--- src/rtl/amstrad_boot_pkg.sv ---
// amstrad_boot_pkg: shared types and page mapping for the ROM boot loader
package amstrad_boot_pkg;
  typedef enum logic [1:0] {IDLE, LOAD, DRAIN, HOLD} state_t;
  typedef struct packed {
    logic [22:0] a;
    logic [1:0]  bank;
    logic [7:0]  d;
  } boot_entry_t;
  // SDRAM row base for a 16 KB image page; pages 4-7 reuse these bases in bank 1
  function automatic logic [8:0] page_base(input logic [1:0] p);
    return p == 2'd0 ? 9'h000 : p == 2'd1 ? 9'h100 : p == 2'd2 ? 9'h107 : 9'h1ff;
  endfunction
endpackage

--- src/rtl/boot_fifo.sv ---
// boot_fifo: synchronous FIFO of boot entries with wrapping pointers
module boot_fifo
  import amstrad_boot_pkg::*;
#(
  parameter int DEPTH = 4
) (
  input  logic                     clk,
  input  logic                     rst,
  input  logic                     push_i,
  input  logic                     pop_i,
  input  boot_entry_t              din_i,
  output boot_entry_t              head_o,
  output logic                     full_o,
  output logic                     empty_o,
  output logic [$clog2(DEPTH):0]   count_o
);
  localparam int AW = $clog2(DEPTH);
  boot_entry_t mem_q [DEPTH];
  logic [AW-1:0] wp_q, rp_q;
  logic [AW:0] count_q;
  always_ff @(posedge clk)
    if (push_i) mem_q[wp_q] <= din_i;
  always_ff @(posedge clk) begin
    if (rst) begin
      wp_q    <= '0;
      rp_q    <= '0;
      count_q <= '0;
    end else begin
      wp_q    <= wp_q + AW'(push_i);
      rp_q    <= rp_q + AW'(pop_i);
      count_q <= count_q + (AW+1)'(push_i) - (AW+1)'(pop_i);
    end
  end
  assign head_o  = mem_q[rp_q];
  assign full_o  = count_q == (AW+1)'(DEPTH);
  assign empty_o = count_q == '0;
  assign count_o = count_q;
endmodule

--- src/rtl/rom_boot_loader.sv ---
// rom_boot_loader: turns ioctl ROM downloads into clkref-paced SDRAM boot writes
// while holding the machine in reset and tracking loaded pages and errors.
module rom_boot_loader
  import amstrad_boot_pkg::*;
#(
  parameter int         FIFO_DEPTH  = 4,
  parameter int         HOLD_CYCLES = 16,
  parameter logic [7:0] ROM_INDEX   = 8'd0
) (
  input  logic        clk_sys,
  input  logic        reset,
  input  logic        ioctl_download,
  input  logic [7:0]  ioctl_index,
  input  logic        ioctl_wr,
  input  logic [24:0] ioctl_addr,
  input  logic [7:0]  ioctl_dout,
  input  logic        clkref,
  output logic        boot_wr,
  output logic [22:0] boot_a,
  output logic [1:0]  boot_bank,
  output logic [7:0]  boot_dout,
  output logic        boot_reset,
  output logic [7:0]  pages_loaded,
  output logic        overrun,
  output logic        range_err
);
  localparam int CW = $clog2(HOLD_CYCLES + 1);
  state_t state_q;
  logic [CW-1:0] cnt_q;
  logic rom_dl, rom_dl_q, rise, in_rng, push, pop, full, empty, drained, clr;
  logic [$clog2(FIFO_DEPTH):0] count;
  boot_entry_t din, head;
  assign rom_dl  = ioctl_download & (ioctl_index == ROM_INDEX);
  assign rise    = rom_dl & ~rom_dl_q;
  assign in_rng  = ioctl_addr[24:17] == '0;
  assign push    = ioctl_wr & rom_dl & in_rng & ~full;
  assign boot_wr = ~empty & (state_q == LOAD | state_q == DRAIN);
  assign pop     = boot_wr & clkref;
  assign din     = {page_base(ioctl_addr[15:14]), ioctl_addr[13:0], 1'b0, ioctl_addr[16], ioctl_dout};
  // FIFO is empty after this edge: lets HOLD start on the last write itself
  assign drained = empty | (count == 1 & pop & ~push);
  assign clr     = rise & (state_q == IDLE | state_q == HOLD);
  assign boot_reset = state_q != IDLE;
  assign boot_a    = head.a;
  assign boot_bank = head.bank;
  assign boot_dout = head.d;
  boot_fifo #(.DEPTH(FIFO_DEPTH)) u_fifo (
    .clk    (clk_sys),
    .rst    (reset),
    .push_i (push),
    .pop_i  (pop),
    .din_i  (din),
    .head_o (head),
    .full_o (full),
    .empty_o(empty),
    .count_o(count)
  );
  always_ff @(posedge clk_sys) begin
    if (reset) begin
      state_q      <= IDLE;
      cnt_q        <= '0;
      rom_dl_q     <= 1'b0;
      pages_loaded <= '0;
      overrun      <= 1'b0;
      range_err    <= 1'b0;
    end else begin
      rom_dl_q     <= rom_dl;
      pages_loaded <= (clr ? 8'h00 : pages_loaded) | (push ? 8'(1) << ioctl_addr[16:14] : 8'h00);
      overrun      <= (~clr & overrun) | (ioctl_wr & rom_dl & in_rng & full);
      range_err    <= (~clr & range_err) | (ioctl_wr & rom_dl & ~in_rng);
      case (state_q)
        IDLE:  if (rise) state_q <= LOAD;
        LOAD:  if (~rom_dl) state_q <= DRAIN;
        DRAIN: if (rise) state_q <= LOAD;
               else if (drained) begin
                 state_q <= HOLD;
                 cnt_q   <= CW'(HOLD_CYCLES - 1);
               end
        HOLD:  if (rise) state_q <= LOAD;
               else if (cnt_q == '0) state_q <= IDLE;
               else cnt_q <= cnt_q - 1'b1;
      endcase
    end
  end
endmodule

--- config.mk ---
export PLATFORM = sky130hd
export DESIGN_NAME = rom_boot_loader
export DESIGN_NICKNAME = d
export VERILOG_FILES = /design/src/rtl/amstrad_boot_pkg.sv /design/src/rtl/boot_fifo.sv /design/src/rtl/rom_boot_loader.sv
export SDC_FILE = /design/constraint.sdc
export NUM_CORES = 1
export LEC_CHECK = 0
export CORE_MARGIN = 3
export CORE_UTILIZATION = 56
export DETAILED_ROUTE_END_ITERATION = 7
export GPL_TIMING_DRIVEN = 1
export PLACE_DENSITY_LB_ADDON = 0.05
export SKIP_LAST_GASP = 1
export SLEW_MARGIN = 5
export SYNTH_ARGS = -nofsm -noshare
export SYNTH_HDL_FRONTEND = slang
export SYNTH_SLANG_ARGS = --single-unit
--- constraint.sdc ---
create_clock -name clk_sys -period 9.2 [get_ports clk_sys]
set_input_delay 0.92 -clock clk_sys [delete_from_list [all_inputs] [get_ports clk_sys]]
set_output_delay 0.92 -clock clk_sys [all_outputs]
set_load 0.05 [all_outputs]
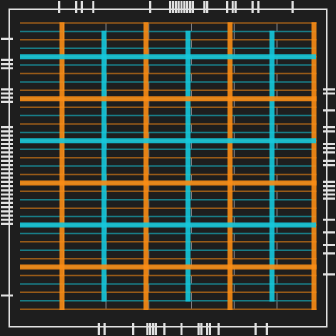
*PDN straps and rails*
Pins as bars on the die edge. Tap cells in grey.
cyan -> VDD
orange -> VSS
signal pins = 91
met4 straps = 7

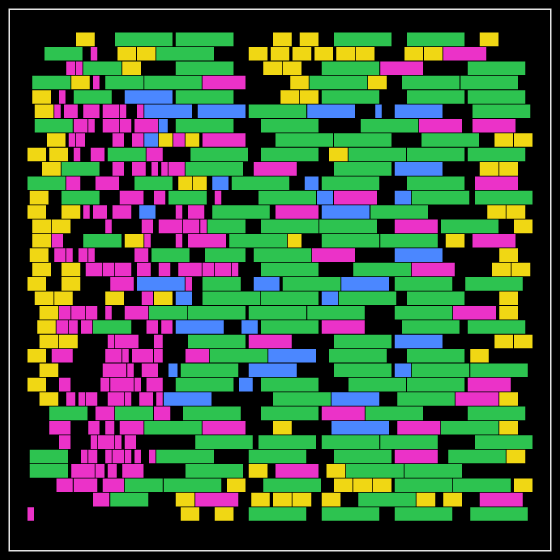
*Placement by cell class*
green -> flip-flops  # cells 129
yellow -> other buffers and delay cells  # cells 94
blue -> clock drivers and dummy loads  # cells 32
magenta -> all other logic  # cells 152

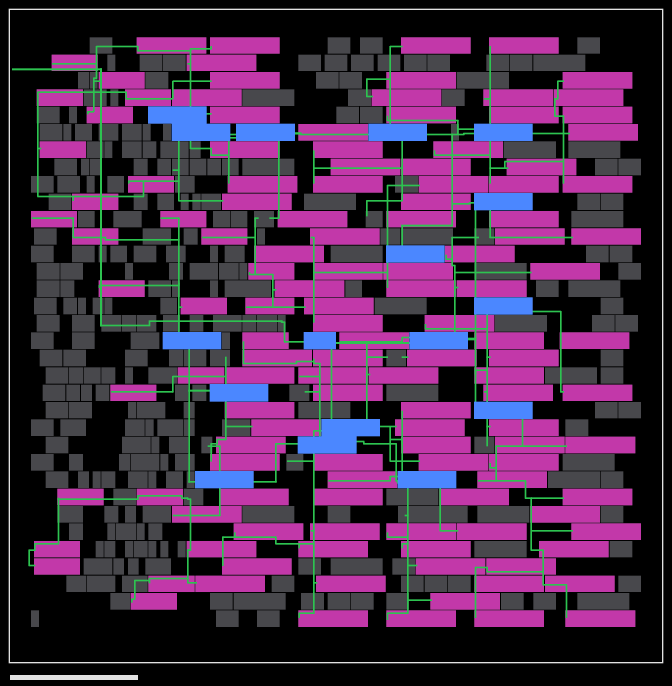
*Clock network drawn from the DEF*
Scale bar: 20 um.
green -> clock wires  # length 1,410 um
magenta -> flip-flops  # count 129
blue -> cells driving clock nets  # count 17
flops lie = spread over the die

==> reports/metrics.yaml <==
area_leaders: "edfxtp_1, mux4_2, dfxtp_1"
gp_congestion: 0.860
antenna_found_initial: 0
synth_cell_type_count: 48
clk-power_w: 0.000608
fp_nets: 358
synth-seq-cells: 129
hp-start: "pages_loaded[7]"
rr_endpoint: "u_fifo.count_o[2]"
top_cell_area_share: 0.604
yosysTopAreaCell: "edfxtp_1"
peakVddDrop_v: 0.000139
tool_warnings: 31
grtUsageTotal: 0.194
yosysCellCount: 300
top_cell: "edfxtp_1"
clock_sinks: 129
required_ns: 8.28
fin_worst_skew_ns: 0.0112
p_leak_nw: 2.23
fin_util: 0.756
synth-main-ff-cell: "edfxtp_1"
hpwlAfterDp_um: 5890
maxSlewViolCount: 0
status: "finished, final reports clean"
grt_start_max_net_pins: 28
syn_area_mm2: 0.00517
power.internal_w: 0.00102
htree_levels: 4
layout-drive-gt1-share: 0.172
powerDensity_mw_per_mm2: 195
crit_path_start: "u_fifo.rp_q[0]"
drt_iter0_markers: 77
nFillCells: 553
cap_viol_max_count: 0
ys_seq_share: 0.700
syn_inst: 300
drtAntennaViolNets: 0
core_util_floorplan: 0.585
period_needed_ns: 3.78
## cell type report
| class | count | share of cell area |
|---|---|---|
| flip-flops and latches | 129 | 0.542 |
| well taps | 108 | 0.0202 |
| clock buffers | 18 | 0.0625 |
| inverters | 11 | 0.00617 |
| multi-input cells | 141 | 0.211 |
| clock inverters | 14 | 0.0198 |
| repair buffers | 94 | 0.139 |
## flip-flops by register name (all words and copies together) (netlist names), 2 cells and up
signal,count
u_fifo.wp_q,2
u_fifo.mem_q,104
cnt_q,5
pages_loaded,8
state_q,2
u_fifo.count_o,3
u_fifo.rp_q,2
## cells by family after synthesis
kind of cell / share of synthesized area
AOI/OAI and AO/OA: 0.0503
xor gates and xnor gates: 0.00677
DFF: 0.700
other: 0.000725
buffers and inverters: 0.0283
and+or+nand+nor: 0.0699
adders and majority gates: 0.0305
muxes: 0.113
## critical path, stage by stage, from the launching register on
cell             delay, ns
dfxtp_2               0.97
mux4_2                0.66
clkdlybuf4s50_1       0.73
## metrics by stage
stage	total power [W]	instances	worst slack (ns)
floorplan	0.000676	300	4.40
global placement	0.000707	483	5.23
detailed placement	0.000709	483	5.14
CTS	0.00132	515	5.29
global route	0.00135	515	5.23
finish	0.00131	515	5.42
## cells in the final DEF (no fill, tap or decap), drive strengths merged, types with 4 or more instances in the layout
cell             n
buf              5
nand3            4
and2             4
inv             14
a22oi            5
nand2            8
nor2b            5
a32oi            4
clkinv           7
edfxtp         104
nor4             5
ha              11
mux4            26
nor3             5
dfxtp           25
clkbuf          18
clkdlybuf4s50   89
nor2            20
## metal layers
metal | vias up | GRT usage | share of wire
met2 | 89 | 0.328 | 0.52
met5 | - | 0 | 0
met3 | 5 | 0.0560 | 0.062
met4 | 0 | 0.0575 | 0.0064
met1 | 1467 | 0.247 | 0.41
li1 | 1371 | - | -
Power and IR drop assume default switching activity.
